## config.mk

```make
export PLATFORM = sky130hd
export DESIGN_NAME = csa_accumulator
export DESIGN_NICKNAME = d
export VERILOG_FILES = /design/src/rtl/csa_accumulator_pkg.sv /design/src/rtl/csa_row.sv /design/src/rtl/full_adder.sv /design/src/rtl/csa_accumulator.sv
export SDC_FILE = /design/constraint.sdc
export NUM_CORES = 1
export LEC_CHECK = 0
export CAP_MARGIN = 20
export CORE_UTILIZATION = 58
export DETAILED_ROUTE_END_ITERATION = 8
export PLACE_DENSITY = 0.85
export SYNTH_ARGS = -nofsm -noshare
export SYNTH_HDL_FRONTEND = slang
export SYNTH_HIERARCHICAL = 1
export SYNTH_SLANG_ARGS = --single-unit
```

## constraint.sdc

```tcl
create_clock -name clk -period 2.65 [get_ports clk]
set_input_delay 0.3975 -clock clk [delete_from_list [all_inputs] [get_ports clk]]
set_output_delay 0.3975 -clock clk [all_outputs]
set_load 0.02 [all_outputs]
```

## src/rtl/csa_accumulator_pkg.sv

```systemverilog
// Shared definitions for the carry-save accumulator.
//   acc_state_e : controller state encoding (ACCUM / RESOLVE / OUTPUT)
//   COUNT_W     : width of the optional beat counter
//                 (present only when CSA_ACCUMULATOR_COUNT_EN is defined)
package csa_accumulator_pkg;

  typedef enum logic [1:0] {
    ACCUM   = 2'd0,
    RESOLVE = 2'd1,
    OUTPUT  = 2'd2
  } acc_state_e;

  localparam int COUNT_W = 16;

endpackage

```

## src/rtl/csa_row.sv

```systemverilog
// One row of 3:2 compressors built from full_adder cells.
//   W         : row width
//   in_0      : new operand
//   in_1      : stored sum vector
//   in_2      : stored carry vector
//   sum_raw   : per-bit sum outputs
//   carry_raw : per-bit carry outputs, not yet shifted (weight 2^(i+1))
module csa_row #(
  parameter int W = 32
) (
  input  logic [W-1:0] in_0,
  input  logic [W-1:0] in_1,
  input  logic [W-1:0] in_2,
  output logic [W-1:0] sum_raw,
  output logic [W-1:0] carry_raw
);

  for (genvar i = 0; i < W; i++) begin : g_fa
    full_adder u_fa (
      .in_0  (in_0[i]),
      .in_1  (in_1[i]),
      .in_2  (in_2[i]),
      .sum   (sum_raw[i]),
      .carry (carry_raw[i])
    );
  end

endmodule

```

## src/rtl/full_adder.sv

```systemverilog
// Single-bit full adder cell.
//   in_0, in_1, in_2 : the three input bits
//   sum              : in_0 ^ in_1 ^ in_2
//   carry            : majority(in_0, in_1, in_2)
module full_adder (
  input  logic in_0,
  input  logic in_1,
  input  logic in_2,
  output logic sum,
  output logic carry
);

  assign sum   = in_0 ^ in_1 ^ in_2;
  assign carry = (in_0 & in_1) | (in_0 & in_2) | (in_1 & in_2);

endmodule

```

## src/rtl/csa_accumulator.sv

```systemverilog
// Signed burst accumulator holding its running total in carry-save form.
// Each accepted operand goes through one csa_row; the carry-propagate add
// happens once per burst, in the RESOLVE cycle.
//   clk, reset_n           : clock (rising edge), async active-low reset
//   in_data/valid/last     : operand stream, in_last marks the burst end
//   in_ready               : high while accumulating
//   out_data/valid/ready   : resolved burst sum with valid/ready handshake
//   out_count (optional)   : operands in the burst, saturating at 16'hFFFF;
//                            exists only when CSA_ACCUMULATOR_COUNT_EN is defined
//
// state   | meaning
// ACCUM   | accepting operands, compressing them into sum_vec/carry_vec
// RESOLVE | one cycle: out_data <= sum_vec + carry_vec, vectors cleared
// OUTPUT  | out_valid high, waiting for out_ready
module csa_accumulator
  import csa_accumulator_pkg::*;
#(
  parameter int DATA_W = 16,
  parameter int ACC_W  = 32
) (
  input  logic              clk,
  input  logic              reset_n,
  input  logic [DATA_W-1:0] in_data,
  input  logic              in_valid,
  input  logic              in_last,
  output logic              in_ready,
  output logic [ACC_W-1:0]  out_data,
  output logic              out_valid,
  input  logic              out_ready
`ifdef CSA_ACCUMULATOR_COUNT_EN
  ,
  output logic [COUNT_W-1:0] out_count
`endif
);

  acc_state_e       state;
  logic [ACC_W-1:0] sum_vec;
  logic [ACC_W-1:0] carry_vec;
  logic [ACC_W-1:0] x_ext;
  logic [ACC_W-1:0] row_sum;
  logic [ACC_W-1:0] row_carry;
  logic             unused_carry_msb;

  assign x_ext    = ACC_W'($signed(in_data));
  assign in_ready = (state == ACCUM);

  csa_row #(.W(ACC_W)) u_row (
    .in_0      (x_ext),
    .in_1      (sum_vec),
    .in_2      (carry_vec),
    .sum_raw   (row_sum),
    .carry_raw (row_carry)
  );

  // Top carry has weight 2^ACC_W and falls off the modulo-2^ACC_W total.
  assign unused_carry_msb = row_carry[ACC_W-1];

`ifdef CSA_ACCUMULATOR_COUNT_EN
  logic [COUNT_W-1:0] beat_cnt;

  always_ff @(posedge clk or negedge reset_n) begin
    if (!reset_n) begin
      beat_cnt  <= '0;
      out_count <= '0;
    end else begin
      case (state)
        ACCUM:   if (in_valid && beat_cnt != '1) beat_cnt <= beat_cnt + COUNT_W'(1);
        RESOLVE: begin
          out_count <= beat_cnt;
          beat_cnt  <= '0;
        end
        default: ;
      endcase
    end
  end
`endif

  always_ff @(posedge clk or negedge reset_n) begin
    if (!reset_n) begin
      state     <= ACCUM;
      sum_vec   <= '0;
      carry_vec <= '0;
      out_data  <= '0;
      out_valid <= 1'b0;
    end else begin
      case (state)
        ACCUM: begin
          if (in_valid) begin
            sum_vec   <= row_sum;
            carry_vec <= {row_carry[ACC_W-2:0], 1'b0};
            if (in_last) state <= RESOLVE;
          end
        end
        RESOLVE: begin
          out_data  <= sum_vec + carry_vec;
          sum_vec   <= '0;
          carry_vec <= '0;
          out_valid <= 1'b1;
          state     <= OUTPUT;
        end
        OUTPUT: begin
          if (out_ready) begin
            out_valid <= 1'b0;
            state     <= ACCUM;
          end
        end
        default: state <= ACCUM;
      endcase
    end
  end

endmodule

```

==> impl_metrics.json <==
{
  "drt-pass1-iter-count": 4,
  "crit_type": "reg2reg",
  "warnings": 28,
  "pwr.group.combinational_mw": 4.30,
  "first_global_vias": 4546,
  "wl_met3_um": 593,
  "synth_largest_type_area_fraction_pct": 41.95,
  "synth-xor-area-share_pct": 3.596,
  "reg2reg_slack_ns": 0.1,
  "critical_path.startpoint_type": "flop",
  "critPathMaxFanout": 5,
  "unrepaired_setup_endpoints_after_global_routing": "true",
  "aoi_share_pct": 23.61,
  "final_design_area_no_fill_um2": 6779,
  "outcome": "finished, final reports clean",
  "power_switching_mw": 3.507,
  "final_common_cell": "sky130_fd_sc_hd__dfrtp_1",
  "synth_cell_types": 56,
  "mappedNetlistNets": 627,
  "yosys.stat.seqShare_pct": 41.95,
  "postSynth.topFlopCell": "sky130_fd_sc_hd__dfrtp_1",
  "synthMuxAreaShare_pct": 0.1712,
  "fill_cells": 746,
  "gp_routability_congestion": 0.9457,
  "highest-signal-layer": "met4",
  "reg.largest.list": "out_data (32), sum_vec (32), carry_vec (31)",
  "cts.sinks": 98,
  "flop-count": 98,
  "power.clock.fraction_pct": 12.7,
  "worstReg2RegEnd": "out_data[28]$_DFFE_PN0P_",
  "total_leakage_power_nw": 3.042,
  "busiest_layer_in_global_routing": "met2",
  "fin_crit_sh_pct": 96.37,
  "dr_wl_met2_mm": 6.327,
  "final_non_filler_cells": 724,
  "timing.critical_path.slowest_stage_cell": "sky130_fd_sc_hd__o41ai_2",
  "layout_setup_ws_ns": 0.09619,
  "cts_inserted_buffers": 9,
  "worst_hold_slack_ns": 0.03604,
  "place_area_um2": 6513,
  "power.sequential.total_mw": 2.74,
  "ff_latch_area_um2": 2452,
  "grt_max_degree": 64,
  "gr-usage-met3_pct": 3.215,
  "share_comb_of_total_power_pct": 53.4,
  "cp.depth": 8,
  "fa_ha_area_share_pct": 17.72,
  "peak_clock_frequency_supported_by_timing_mhz": 391.6,
  "detail_route.wirelength.met1_mm": 5.757,
  "setup_violations": 0,
  "total_negative_setup_slack_ns": 0,
  "ys_ff": 98,
  "ys_async_sr_fraction_pct": 100.0,
  "rows": 36,
  "post_synth_top_area_cell": "sky130_fd_sc_hd__dfrtp_1",
  "critical_path_arrival_ns": 2.79,
  "seq_share_pct": 36.18,
  "top_power_group": "combinational logic",
  "clockNetworkAreaShare_pct": 3.008,
  "crit_family": "AND-OR/OR-AND gates",
  "power_frac_seq_pct": 33.9,
  "nonClockInverterCount": 7,
  "drive_gt1_share_pct": 7.445,
  "tapCellCount": 133,
  "hold_violations": 0,
  "cts_tree": "built",
  "synthToLayoutAreaGrowth_pct": 15.97,
  "topCombFamilyByArea": "AND-OR/OR-AND gates",
  "dp_hpwl_mm": 9.160,
  "drc": 0,
  "finish.utilization_pct": 69.35,
  "ys_top_cells_by_count": "sky130_fd_sc_hd__dfrtp_1, sky130_fd_sc_hd__a22o_1, sky130_fd_sc_hd__nand2_1, sky130_fd_sc_hd__a21oi_1, sky130_fd_sc_hd__fa_1",
  "cts-resized-gates": 0,
  "cts_setup_buffers": 0,
  "place.detailed.instances": 706,
  "avgSynthCellArea_um2": 10.77,
  "clockBufferCount": 13,
  "num-multi-input-gates": 407,
  "timing.critical_path.buf_inv": 0,
  "power.internal_mw": 4.557,
  "layout.cells.largest_class": "logic gates",
  "max_stage_delay_ns": 0.58,
  "p_total_mw": 8.064,
  "reg2regPathDepth": 8,
  "signal_buffer_area_fraction_pct": 9.598,
  "nets": 671,
  "clock_tree.htree_level_count": 3,
  "yosysWarnings": 6,
  "yosys-stat-cells": 543,
  "drt_first_iter_violations": 247,
  "number_of_instances_in_the_synthesized_netlist": 543,
  "yosys-stat-area_um2": 5846,
  "power_switching_share_pct": 43.49
}
pdn.png
Pins as bars on the die edge.
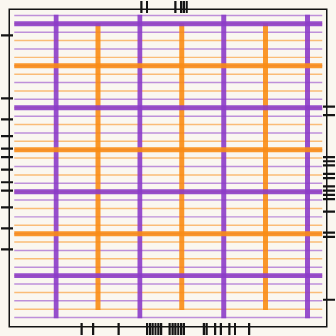
colour	net
purple	VSS
orange	VDD
met4 straps	7
met1 rails	37
met5 straps	7
rows	36
die height: 102.4 um
worst IR drop on VDD: 0.6073 mV
core outline area: 9774 um2
horizontal die dimension: 102.4 um

cell_classes.png
Scale bar: 20 um.
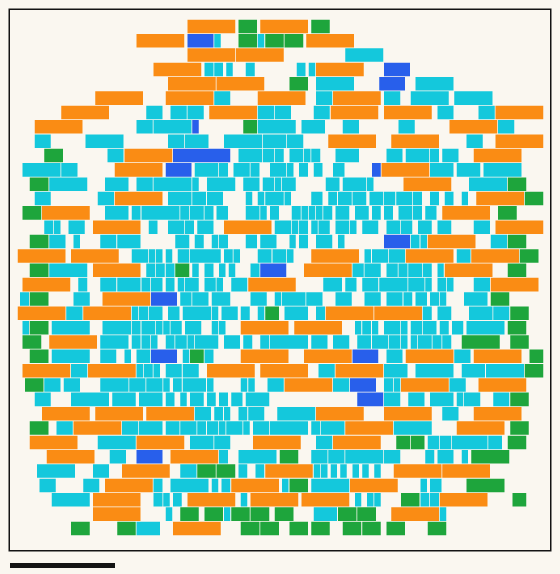
colour	class	cells
blue	clock drivers and dummy loads	15
green	other buffers and delay cells	64
orange	flip-flops	98
cyan	all other logic	414

clock_map.png
Scale bar: 20 um.
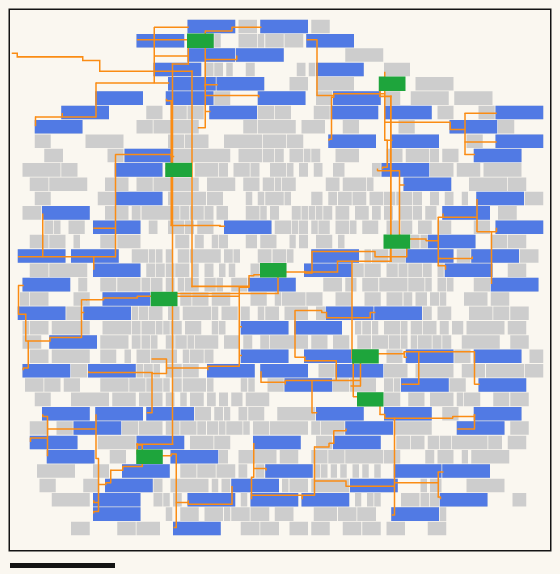
[orange] clock wires | length: 1,190 um
[green] cells driving clock nets | count: 9
[blue] flip-flops | count: 98
flops lie	all over the die
power in the clock group: 1.02 mW
clock insertion delay at the later pin of the skew report: 0.38 ns
worst clock skew on the final layout: 0.008991 ns

metal_stack.png
Two of the layers only.
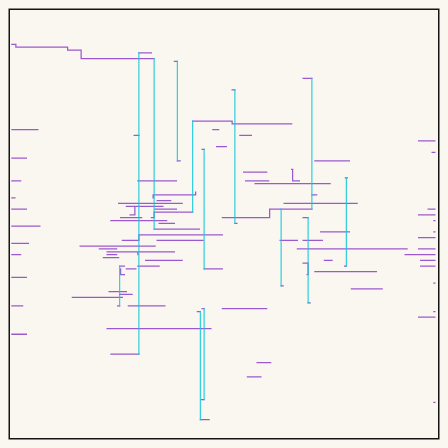
colour	layer	wire length
purple	met3	593 um
cyan	met4	367 um
wire length per cell after detailed routing: 18.02 um
vias: 4,554
global router's overall resource usage: 27.39%

No activity file was given, so power comes from the tool's default toggle rates.
